Run 1, signal wires by layer:
Two of the layers only.
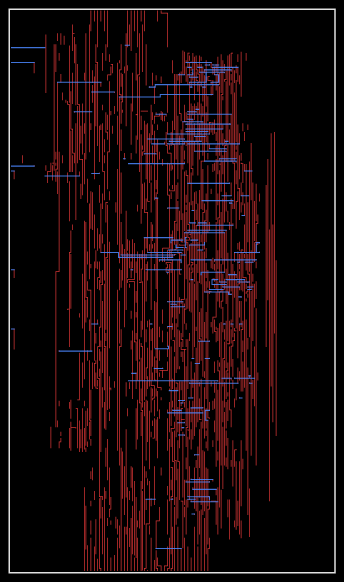
Run 1, local utilization:
Scale bar: 20 um. 9 x 15 tiles, from dark purple (low) to yellow (high), 0 to 100% covered.
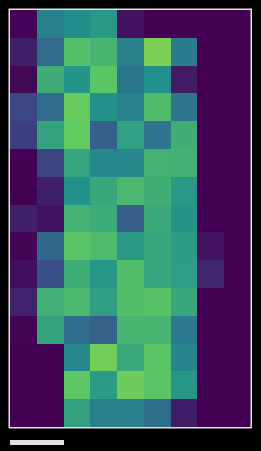
Run 1, sequential cells colored by netlist name:
Scale bar: 20 um.
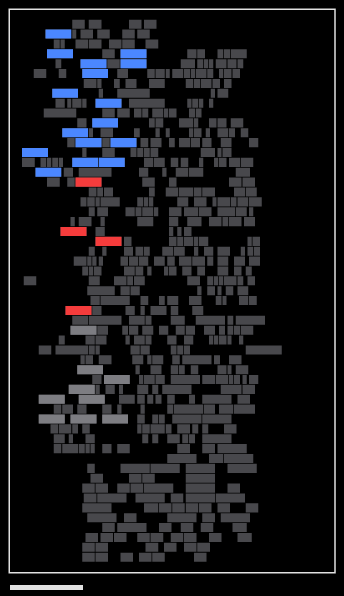
## config.mk

```make
export PLATFORM = sky130hd
export DESIGN_NAME = mux16_rr_sched
export DESIGN_NICKNAME = d
export VERILOG_FILES = /design/src/rtl/mux16_rr_sched_pkg.sv /design/src/rtl/mux16to1.sv /design/src/rtl/mux16_rr_sched.sv
export SDC_FILE = /design/constraint.sdc
export NUM_CORES = 1
export LEC_CHECK = 0
export CORE_ASPECT_RATIO = 1.75
export CORE_UTILIZATION = 30
export CTS_CLUSTER_DIAMETER = 150
export DETAILED_ROUTE_END_ITERATION = 7
export GPL_ROUTABILITY_DRIVEN = 0
export REMOVE_ABC_BUFFERS = 1
export SKIP_LAST_GASP = 1
export SYNTH_ARGS = -nofsm -noshare
export SYNTH_HDL_FRONTEND = slang
export SYNTH_SLANG_ARGS = --single-unit
```

## constraint.sdc

```tcl
create_clock -name clk -period 6.2 [get_ports clk]
set_input_delay 1.55 -clock clk [delete_from_list [all_inputs] [get_ports clk]]
set_output_delay 1.55 -clock clk [all_outputs]
set_load 0.01 [all_outputs]
```

## src/rtl/mux16_rr_sched_pkg.sv

```systemverilog
// Shared constants and FSM encoding for the 16-way round-robin mux scheduler.
package mux16_rr_sched_pkg;
  localparam int N_REQ = 16;
  localparam int SEL_W = 4;

  typedef enum logic {
    IDLE  = 1'b0,
    GRANT = 1'b1
  } state_t;
endpackage

```

## src/rtl/mux16to1.sv

```systemverilog
// Existing 16:1 single-bit datapath mux; purely combinational.
module mux16to1
  import mux16_rr_sched_pkg::*;
(
  input  logic [N_REQ-1:0] in,
  input  logic [SEL_W-1:0] sel,
  output logic             out
);
  assign out = in[sel];
endmodule

```

## src/rtl/mux16_rr_sched.sv

```systemverilog
// Round-robin scheduler sharing one 16:1 mux among 16 requesters; a grant lasts
// up to HOLD accepted beats or until its requester drops.
module mux16_rr_sched
  import mux16_rr_sched_pkg::*;
#(
  parameter int HOLD = 4
) (
  input  logic             clk,
  input  logic             rst,
  input  logic [N_REQ-1:0] req,
  input  logic [N_REQ-1:0] data_in,
  input  logic             out_ready,
  output logic [SEL_W-1:0] sel,
  output logic [N_REQ-1:0] gnt,
  output logic             out_valid,
  output logic             out_bit,
  output logic             busy
);
  localparam logic [SEL_W-1:0] LAST_BEAT = SEL_W'(HOLD - 1);

  // Scanning offsets from highest to lowest leaves the nearest requester at or
  // after start as the winner without needing an early loop exit.
  function automatic logic [SEL_W:0] pick_winner(input logic [N_REQ-1:0] r,
                                                 input logic [SEL_W-1:0] start);
    logic [SEL_W-1:0] idx;
    logic [SEL_W-1:0] win;
    logic             found;
    found = 1'b0;
    win   = start;
    for (int i = N_REQ - 1; i >= 0; i--) begin
      idx = start + SEL_W'(i);
      if (r[idx]) begin
        found = 1'b1;
        win   = idx;
      end
    end
    return {found, win};
  endfunction

  state_t           r_state, w_state_nxt;
  logic [SEL_W-1:0] r_sel, w_sel_nxt;
  logic [SEL_W-1:0] r_ptr, w_ptr_nxt;
  logic [SEL_W-1:0] r_beat_cnt, w_beat_cnt_nxt;
  logic [N_REQ-1:0] r_gnt, w_gnt_nxt;

  logic [SEL_W-1:0] w_search_start;
  logic [SEL_W-1:0] w_win;
  logic             w_found;
  logic             w_granted;
  logic             w_accept;
  logic             w_release;

  // On release the search restarts just past the grantee, so it is checked last.
  assign w_granted        = (r_state == GRANT);
  assign w_search_start   = w_granted ? r_sel + SEL_W'(1) : r_ptr;
  assign {w_found, w_win} = pick_winner(req, w_search_start);

  assign out_valid = w_granted && req[r_sel];
  assign w_accept  = out_valid && out_ready;
  assign w_release = w_granted && (!req[r_sel] || (w_accept && (r_beat_cnt == LAST_BEAT)));

  // NOTE: every next-state value gets a hold default first so no path leaves
  // it unassigned, which would otherwise infer a latch.
  always_comb begin
    w_state_nxt    = r_state;
    w_sel_nxt      = r_sel;
    w_ptr_nxt      = r_ptr;
    w_beat_cnt_nxt = r_beat_cnt;
    w_gnt_nxt      = r_gnt;
    case (r_state)
      IDLE: begin
        if (w_found) begin
          w_state_nxt    = GRANT;
          w_sel_nxt      = w_win;
          w_gnt_nxt      = N_REQ'(1) << w_win;
          w_beat_cnt_nxt = '0;
        end
      end
      GRANT: begin
        if (w_release) begin
          w_ptr_nxt      = w_search_start;
          w_beat_cnt_nxt = '0;
          if (w_found) begin
            w_sel_nxt = w_win;
            w_gnt_nxt = N_REQ'(1) << w_win;
          end else begin
            w_state_nxt = IDLE;
            w_gnt_nxt   = '0;
          end
        end else if (w_accept) begin
          w_beat_cnt_nxt = r_beat_cnt + SEL_W'(1);
        end
      end
      default: w_state_nxt = IDLE;
    endcase
  end

  // NOTE: state registers use non-blocking assignments so every register
  // samples the pre-edge values regardless of statement order.
  always_ff @(posedge clk) begin
    if (rst) begin
      r_state    <= IDLE;
      r_sel      <= '0;
      r_ptr      <= '0;
      r_beat_cnt <= '0;
      r_gnt      <= '0;
    end else begin
      r_state    <= w_state_nxt;
      r_sel      <= w_sel_nxt;
      r_ptr      <= w_ptr_nxt;
      r_beat_cnt <= w_beat_cnt_nxt;
      r_gnt      <= w_gnt_nxt;
    end
  end

  assign sel  = r_sel;
  assign gnt  = r_gnt;
  assign busy = w_granted;

  mux16to1 u_mux (
    .in  (data_in),
    .sel (r_sel),
    .out (out_bit)
  );
endmodule

```

==> results.toml, run 1 <==
# generated from flow reports
[grt]
grt_pass1_vias = 4148
antenna_found_initial = 0
grt.busiest_layer = "met2"
met2_usage_pct = 40.2
grt_pass1_wl_mm = 22.5
grt_max_degree = 25
grtUsageMet1_pct = 21.0
grt-ovfl-total = 0
grtUsageMet3_pct = 2.33

[cells_and_area]
nClkBuffers = 6
lay_top_count = "clkdlybuf4s50_1"
inverters = 9
antenna_cells = 0
regArea_sq_um = 581
nFillCells = 1320
fin_area_sq_um = 4880
largestClassByArea = "combinational gates"
seq_area_share_pct = 11.9
finish.net_count = 548
area_delta_synth_final_pct = 21.8
buffer_area_share_pct = 13.5
final-comb-area_sq_um = 3250
logic_gate_count = 392
lay_top_cells = "clkdlybuf4s50_1, nand2_1, mux2i_1"
final-clk-cell-share_pct = 2.85
comb-cell-share_pct = 66.6
n_sequential_cell = 29
fin_cells = 678
non_clock_buffer_count = 69

[placement]
pre_cts_slack_ns = 0.879
place_inst = 670
hpwl_mm = 11.7
io_buffers = 57
placed_area_sq_um = 4740

[pwr]
power.total_mw = 3.02
p_int_mw = 1.36
p_leak_nw = 1.72
seqPwrFrac_pct = 8.6
switchingPower_mw = 1.66
ir_worst_vdd_mv = 0.236
top_power_group = "combinational logic"
pg_seq_mw = 0.261
p_comb_mw = 2.53
swShare_pct = 54.9
powerDensity_nw_per_um2 = 620
combPwrFrac_pct = 83.6
p_clk_share_pct = 7.7
p_clk_mw = 0.234

[sta]
post-route-period-util_pct = 86.2
maxSlewHeadroom_pct = 25.3
fmax_mhz = 187
rsz0062_at_grt = "no"
fin_setup_tns_ns = 0
hold_viol = 0
setup_ws_ns = 0.857
drv_slew = 0
fin_skew_ns = 0.00401
setup_viol = 0
hold-worst-slack_ns = 0.443
fin_crit_ns = 5.34

[yosys]
simple_gate_share_pct = 19.6
adder_share_pct = 2.19
mux_share_pct = 29.6
netlist_top_cells_area = "mux4_2, dfxtp_1, mux2i_1"
postSynthAreaPerCell_sq_um = 8.79
synth_cell_types = 81
top_area_share_pct = 15.7
ys_async_sr_fraction_pct = 0
edf_count = 0
compound_area_share_pct = 25.1
yosys_area_sq_um = 4010
synthTopCellsByCount = "nand2_1, mux2i_1, nor2_1"
top_logic_kind = "multiplexers"
ys_seq_share_pct = 14.5
top_cell = "nand2_1"
synthCells = 456
ys_warn_count = 0
synth-xor-area-share_pct = 4.59
yosys_register_bits = 29
flop_cell = "dfxtp_1"
synth.cell_area_sq_um = 4010
ys_cells = 456

[floorplan]
chip_area_sq_um = 13800
num_rows = 55
initial_utilization_pct = 30.8
io_pins = 58
die-height_um = 155
taps = 171
die_w_um = 89.4

[cts]
clkSlewWorstSetupHoldPaths_ns = 0.05
post_cts_buffers = 0
cts_tree = "yes"
ctsHoldBuffers = 0
cts.repair.resized = 0
cts-htree-levels = 2
clk_latency_ns = 0.28
cts_buffers = 5
clock_sink_count = 29
clockRootBuffer = "clkbuf_16"
cts.path.max_buffers = 2

[route]
drc = 0
drt_iter0_drc = 338
met3_length_um = 706
drt-met1-wl_mm = 4.71
highest-signal-layer = "met4"
drt.antenna.violating_nets = 0
first_pass_iters = 5
viasPerCell = 6.28

[job]
warnings = 28
drv_cap = 0

[setup_path]
crit_chain = "clkdlybuf4s50_1 > mux4_2 > mux4_2 > and2_1 > clkdlybuf4s50_1"
path_max_fanout = 7
slowest_stage = "mux4_2"
arrival_ns = 3.79
end_kind = "output port"
r2r_cells = 12
max_stage_delay_ns = 0.53
critical_path_class = "in2out"
critical_path_required_ns = 4.65
start_kind = "primary input"

[worst_hold_path]
worstHoldPathType = "reg2reg"
hold_depth = 2

[outcome]
outcome = "finished clean"
-- 'signal wires by layer' (at the start) --
- red: M2 (wire length 8030 um)
- blue: M3 (wire length 706 um)
Vias: 4261
gr usage total: 21.8%
WL final: 14.7 mm
wire per inst: 21.7 um

-- 'local utilization' (at the start) --
- emptiest ninth of the die: top right
- tiles over 75% full: 3.7%
- nearly empty tiles: 31%
- fullest tile: 80%
- mean over tiles: 34%

-- 'sequential cells colored by netlist name' (at the start) --
- blue: `gnt` (flops 16; where top left)
- red: `sel` (flops 4; where left middle)

[run 1: worst max-delay path, delay by kind of cell]
| family | cells | cell delay, ns |
|---|---|---|
| and+or+nand+nor | 1 | 0.18 |
| muxes | 2 | 1.04 |
| buffers and inverters | 2 | 1.02 |
[run 1: worst paths after layout]
kind	startpoint	end	slack, ns
max	req[13]	out_valid	0.86
min	gnt[15]	gnt[15]	0.44
max reg2reg	busy	gnt[3]	1.07
min reg2reg	gnt[15]	gnt[15]	0.44
[run 1: registers in the layout, summed over array words and instances, names as in the netlist]
register    cells
r_beat_cnt      4
r_ptr           4
sel             4
busy            1
gnt            16
==> inputs of run 2 (changes only) <==
--- a/config.mk
+++ b/config.mk
@@ -6,10 +6,12 @@
 export NUM_CORES = 1
 export LEC_CHECK = 0
 export CORE_ASPECT_RATIO = 1.75
-export CORE_UTILIZATION = 30
+export CORE_MARGIN = 4
+export CORE_UTILIZATION = 56
 export CTS_CLUSTER_DIAMETER = 150
 export DETAILED_ROUTE_END_ITERATION = 7
 export GPL_ROUTABILITY_DRIVEN = 0
+export PLACE_DENSITY = 0.82
 export REMOVE_ABC_BUFFERS = 1
 export SKIP_LAST_GASP = 1
 export SYNTH_ARGS = -nofsm -noshare
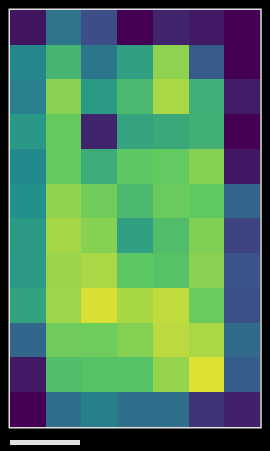
Run 2: local utilization
Scale bar: 20 um. 7 x 12 tiles, from dark purple (low) to yellow (high), 0 to 100% covered.
- mean over tiles: 54%
- emptiest ninth of the die: top right
- nearly empty tiles: 6.0%
- fullest tile: 95%
- tiles over 75% full: 35%
fp util: 58.0%
core area: 6910 sq um
Core Util, Final: 69.1%

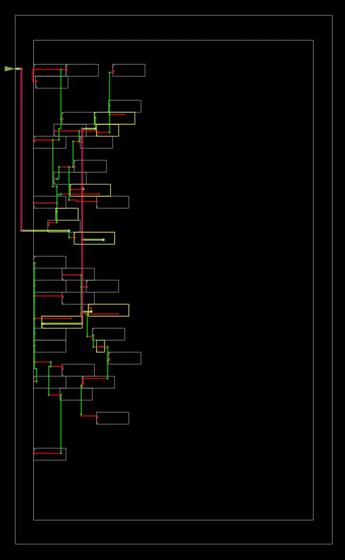
Run 2: clock routing
clk_lat worst skew: 0.27 ns
clock group total power: 0.249 mW
Final Skew: 0.00219 ns
final-layout clock buffer total: 7
CTS sink count: 29

==> run 2 against run 1 <==
Net effect: final cell count fell by 13%; non-clock buffer count decreased by 2; first-iteration DRC count increased by 110%; utilization up 32 points; sequential cell count did not move; critical endpoint unchanged; wire length down 7.3%; die size decreased by 38%.
==> results.toml, run 2 <==
# generated from flow reports
[route]
route.met2.wl_mm = 6.94
viasPerCell = 7.36
drt.antenna.violating_nets = 0
drc = 0
num_vias = 4336
drt_iter0_drc = 706
first_pass_iters = 6
highest-signal-layer = "met4"
drt-met1-wl_mm = 4.68
met3_length_um = 973

[worst_hold_path]
hold_depth = 2
hold_start = "gnt[14]"
worstHoldPathType = "reg2reg"
min_to = "gnt[14]"

[placement]
io_buffers = 57
placed_area_sq_um = 4620
hpwl_mm = 10.4
pre_cts_slack_ns = 0.864

[job]
drv_cap = 0
warnings = 28

[yosys]
top_area_cell = "mux4_2"
ys_warn_count = 0
ys_async_sr_fraction_pct = 0
top_logic_kind = "multiplexers"
synthCells = 456
mux_share_pct = 29.6
synth.cell_area_sq_um = 4010
synth-xor-area-share_pct = 4.59
flop_cell = "dfxtp_1"
synthTopCellsByCount = "nand2_1, mux2i_1, nor2_1"
compound_area_share_pct = 25.1
yosys_area_sq_um = 4010
netlist_top_cells_area = "mux4_2, dfxtp_1, mux2i_1"
adder_share_pct = 2.19
top_area_share_pct = 15.7
postSynthAreaPerCell_sq_um = 8.79
ys_seq_share_pct = 14.5
top_cell = "nand2_1"
simple_gate_share_pct = 19.6
edf_count = 0
yosys_register_bits = 29
synth_cell_types = 81
ys_cells = 456

[grt]
antenna_found_initial = 0
grt-ovfl-total = 0
grtUsageMet1_pct = 36.0
grt_pass1_vias = 4113
met2_usage_pct = 56.5
grt_pass1_wl_mm = 21.8
grt.busiest_layer = "met2"
grt_max_degree = 29
grtUsageMet3_pct = 4.11

[cells_and_area]
lay_top_count = "clkdlybuf4s50_1"
largest_register_ffs = 16
area_delta_synth_final_pct = 19.1
drive_gt1_share_pct = 16.6
finish.net_count = 546
lay_top_cells = "clkdlybuf4s50_1, nand2_1, mux2i_1"
antenna_cells = 0
fin_area_sq_um = 4770

[setup_path]
start_kind = "primary input"
r2r_setup_slack_ns = 0.91
end_kind = "output port"
cp_num_buf_inv = 2
r2r_end = "gnt[10]"
r2r_cells = 13
path_depth = 5
max_stage_delay_ns = 0.54
crit_end = "out_valid"
r2r_start = "sel[0]"
slowest_stage = "mux4_2"
crit_chain = "clkdlybuf4s50_1 > mux4_2 > mux4_2 > and2_1 > clkdlybuf4s50_1"
critical_path_required_ns = 4.65
path_max_fanout = 6
cp_top_family = "multiplexers"
critical_path_class = "in2out"
arrival_ns = 3.79
critPathLaunch = "req[15]"

[cts]
post_cts_buffers = 0
cts.path.max_buffers = 2
cts_tree = "yes"
ctsHoldBuffers = 0
cts.repair.resized = 0
clkSlewWorstSetupHoldPaths_ns = 0.05
clockRootBuffer = "clkbuf_16"
cts_buffers = 5
cts-htree-levels = 2

[sta]
post-route-period-util_pct = 86.1
setup_viol = 0
maxSlewHeadroom_pct = 40.9
fmax_mhz = 187
setup_ws_ns = 0.862
drv_slew = 0
hold-worst-slack_ns = 0.448
fin_setup_tns_ns = 0
fin_crit_ns = 5.34
hold_viol = 0
worst_slew_pin_slew_ns = 0.886
rsz0062_at_grt = "no"

[floorplan]
die_w_um = 71.9
chip_area_sq_um = 8620
die-height_um = 120
num_rows = 40
io_pins = 58

[pwr]
powerDensity_nw_per_um2 = 627
top_power_group = "combinational logic"
p_leak_nw = 1.72
p_comb_mw = 2.48
switchingPower_mw = 1.62
ir_worst_vdd_mv = 0.398
p_int_mw = 1.38
swShare_pct = 54.0
seqPwrFrac_pct = 9.0
pg_seq_mw = 0.269
p_clk_share_pct = 8.3
combPwrFrac_pct = 82.7

[outcome]
outcome = "finished clean"
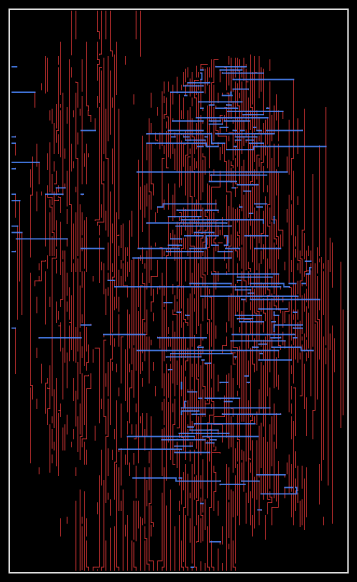
Run 2: signal wires by layer
Two of the layers only.
- red: M2 (wire length 6940 um)
- blue: M3 (wire length 974 um)
gr usage total: 32.2%
WL final: 13.6 mm
wire per inst: 23.1 um

run 2: cell counts after synthesis:
Identical to the previous run, type by type.
run 2: cell type report:
cell class | instances | area (sq um)
multi-input combinational | 392 | 3250
inverter | 9 | 36.3
tap | 84 | 105
fill | 538 | 2130
sequential | 29 | 581
clock buffer | 7 | 153
timing repair buffer | 67 | 646
clock inverter | 1 | 5.00
run 2: per-stage QoR:
| step | instances | power, mW |
|---|---|---|
| after floorplan | 430 | 2.01 |
| after global placement | 581 | 2.61 |
| after detailed placement | 581 | 2.67 |
| after CTS | 589 | 2.93 |
| after global routing | 589 | 3.18 |
| final | 589 | 2.99 |
run 2: worst min-delay path, cell delays in order, from the launching register on:
cell     delay [ns]
dfxtp_1        0.31
nand2_1        0.05
o21ai_1        0.05
==> inputs of run 3 (changes only) <==
--- a/config.mk
+++ b/config.mk
@@ -9,6 +9,7 @@
 export CORE_MARGIN = 4
 export CORE_UTILIZATION = 56
 export CTS_CLUSTER_DIAMETER = 150
+export CTS_CLUSTER_SIZE = 25
 export DETAILED_ROUTE_END_ITERATION = 7
 export GPL_ROUTABILITY_DRIVEN = 0
 export PLACE_DENSITY = 0.82
==> constraint.sdc (replaced) <==
create_clock -name clk -period 6.2 [get_ports clk]
set_input_delay 1.55 -clock clk [delete_from_list [all_inputs] [get_ports clk]]
set_output_delay 1.55 -clock clk [all_outputs]
set_load 0.02 [all_outputs]
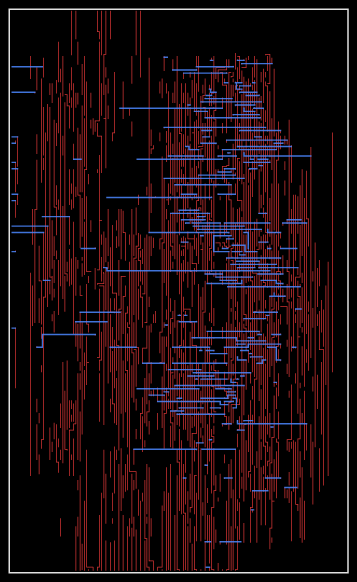
Run 3: signal wires by layer
Two of the layers only.
- blue: M3 (wire length 940 um)
- red: M2 (wire length 6890 um)

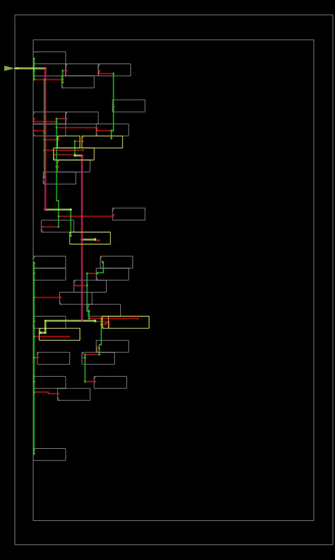
Run 3: clock routing
clock group total power: 0.230 mW
Final Skew: 0.00506 ns
total CTS buffers: 5
Flops: 29

==> run 3 against run 2 <==
Net effect: maximum frequency shrank 0.97%; final cell count shrank 0.51%; sequential share of layout area grew 0.077 points; non-clock buffer count shrank 2; wire length shrank 0.84%; clock power shrank 8%; critical path type unchanged.
==> results.toml, run 3 <==
# generated from flow reports
[setup_path]
crit_chain = "clkdlybuf4s50_1 > mux4_2 > mux4_2 > and2_1 > clkdlybuf4s50_1"
r2r_end = "gnt[12]"
arrival_ns = 3.84
start_kind = "primary input"
critical_path_required_ns = 4.65
r2r_start = "sel[0]"
r2r_setup_slack_ns = 0.86
r2r_cells = 14
path_max_fanout = 7
cp_num_buf_inv = 2
cp_top_family = "buffers and inverters"
critical_path_class = "in2out"
slowest_stage = "clkdlybuf4s50_1"
max_stage_delay_ns = 0.54

[pwr]
p_clk_share_pct = 7.7
power.total_mw = 2.99
switchingPower_mw = 1.63
swShare_pct = 54.7
ir_worst_vdd_mv = 0.434
p_comb_mw = 2.48
powerDensity_nw_per_um2 = 629
p_int_mw = 1.35
top_power_group = "combinational logic"
combPwrFrac_pct = 83.2
seqPwrFrac_pct = 9.1
pg_seq_mw = 0.272

[yosys]
adder_share_pct = 2.19
top_area_share_pct = 15.7
synth.cell_area_sq_um = 4010
simple_gate_share_pct = 19.6
synthCells = 456
ys_warn_count = 0
top_area_cell = "mux4_2"
flop_cell = "dfxtp_1"
top_logic_kind = "multiplexers"
ys_cells = 456
top_cell = "nand2_1"
netlist_top_cells_area = "mux4_2, dfxtp_1, mux2i_1"
synth_cell_types = 81
yosys_register_bits = 29
postSynthAreaPerCell_sq_um = 8.79
synth-xor-area-share_pct = 4.59
edf_count = 0
ys_seq_share_pct = 14.5
yosys_area_sq_um = 4010
compound_area_share_pct = 25.1
mux_share_pct = 29.6

[sta]
hold-worst-slack_ns = 0.452
hold_viol = 0
worst_slew_pin_slew_ns = 0.916
setup_ws_ns = 0.810
rsz0062_at_grt = "no"
setup_viol = 0
drv_slew = 0
post-route-period-util_pct = 86.9
fin_setup_tns_ns = 0
fin_crit_ns = 5.39
maxSlewHeadroom_pct = 38.5

[cells_and_area]
lay_top_cells = "clkdlybuf4s50_1, nand2_1, mux2i_1"
final-clk-cell-share_pct = 3.01
largestClassByArea = "combinational gates"
area_delta_synth_final_pct = 18.4
comb-cell-share_pct = 68.5
fin_cells = 586
non_clock_buffer_count = 65
regArea_sq_um = 581
nClkBuffers = 7
nFillCells = 567
finish.net_count = 544
largest_register_ffs = 16
fin_area_sq_um = 4740
final-comb-area_sq_um = 3250
seq_area_share_pct = 12.2
logic_gate_count = 392
drive_gt1_share_pct = 15.9
lay_top_count = "clkdlybuf4s50_1"
antenna_cells = 0
inverters = 9
final_util_pct = 68.7

[worst_hold_path]
hold_depth = 2
hold_start = "gnt[2]"
worstHoldPathType = "reg2reg"

[route]
first_pass_iters = 6
viasPerCell = 7.35
drt_iter0_drc = 706

[floorplan]
num_rows = 40
die-height_um = 120
die_w_um = 71.9
coreArea_sq_um = 6910
taps = 84
io_pins = 58
chip_area_sq_um = 8620
initial_utilization_pct = 58.0

[placement]
placed_area_sq_um = 4600
io_buffers = 57
place_inst = 579
pre_cts_slack_ns = 0.812

[grt]
antenna_found_initial = 0
grtUsageMet3_pct = 4.44
grt_max_degree = 29
grt-ovfl-total = 0
grtUsageMet1_pct = 34.8
grt_pass1_wl_mm = 21.7
met2_usage_pct = 55.1
grt_pass1_vias = 4263
grt_use_total_pct = 32.2
grt.busiest_layer = "met2"

[cts]
clkSlewWorstSetupHoldPaths_ns = 0.04
clock_sink_count = 29
cts.repair.resized = 0
clockRootBuffer = "clkbuf_16"
cts-htree-levels = 2
ctsHoldBuffers = 0
post_cts_buffers = 0
cts_tree = "yes"
cts.path.max_buffers = 2

[job]
warnings = 28
drv_cap = 0

[outcome]
outcome = "finished clean"
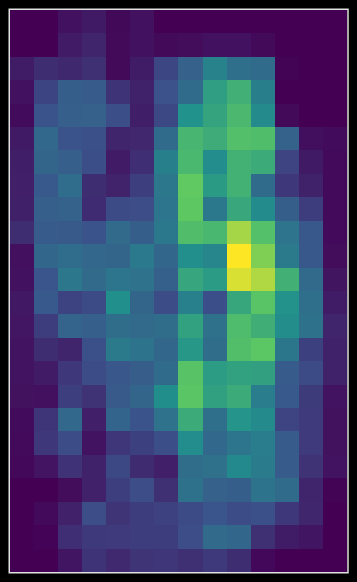
Run 3: wire density map
14 x 24 tiles, from dark purple (low) to yellow (high), scaled to the fullest tile. Values are wire area over tile area, all layers added.
- mean over tiles: 0.27
- tiles over half the peak: 14%
- fullest tile: 1.1
- nearly empty tiles: 11%
- emptiest ninth of the die: bottom left
Vias: 4310
wire per inst: 23.0 um
WL final: 13.5 mm

## run 3: worst max-delay path by stage
stage                       start        end  cells past startpoint
final                     req[13]  out_valid                      5
after global routing       sel[0]     gnt[7]                     14
after CTS                 req[13]  out_valid                      5
after detailed placement  req[13]  out_valid                      5
after global placement     req[9]  out_valid                      5
after floorplan            sel[0]     gnt[0]                     13
## run 3: kinds of logic after synthesis
logic type	count (synthesis)
DFF	29
buffers and inverters	35
and+or+nand+nor	154
AOI/OAI and AO/OA	137
adders and majority gates	7
muxes	79
xor gates and xnor gates	15
## run 3: worst min-delay path: stages, from the launching register on
cell and delay (ns):
dfxtp_1 0.32, nand2_1 0.05, o31ai_1 0.05
## run 3: metal layers
layer  up-vias  share of wire [%]
met4         0                8.6
met1      2027                 33
li1       1903                  -
met3        86                7.0
met5         -                  0
met2       294                 51
Power figures rest on the tool's default switching activity, not on a simulated workload.
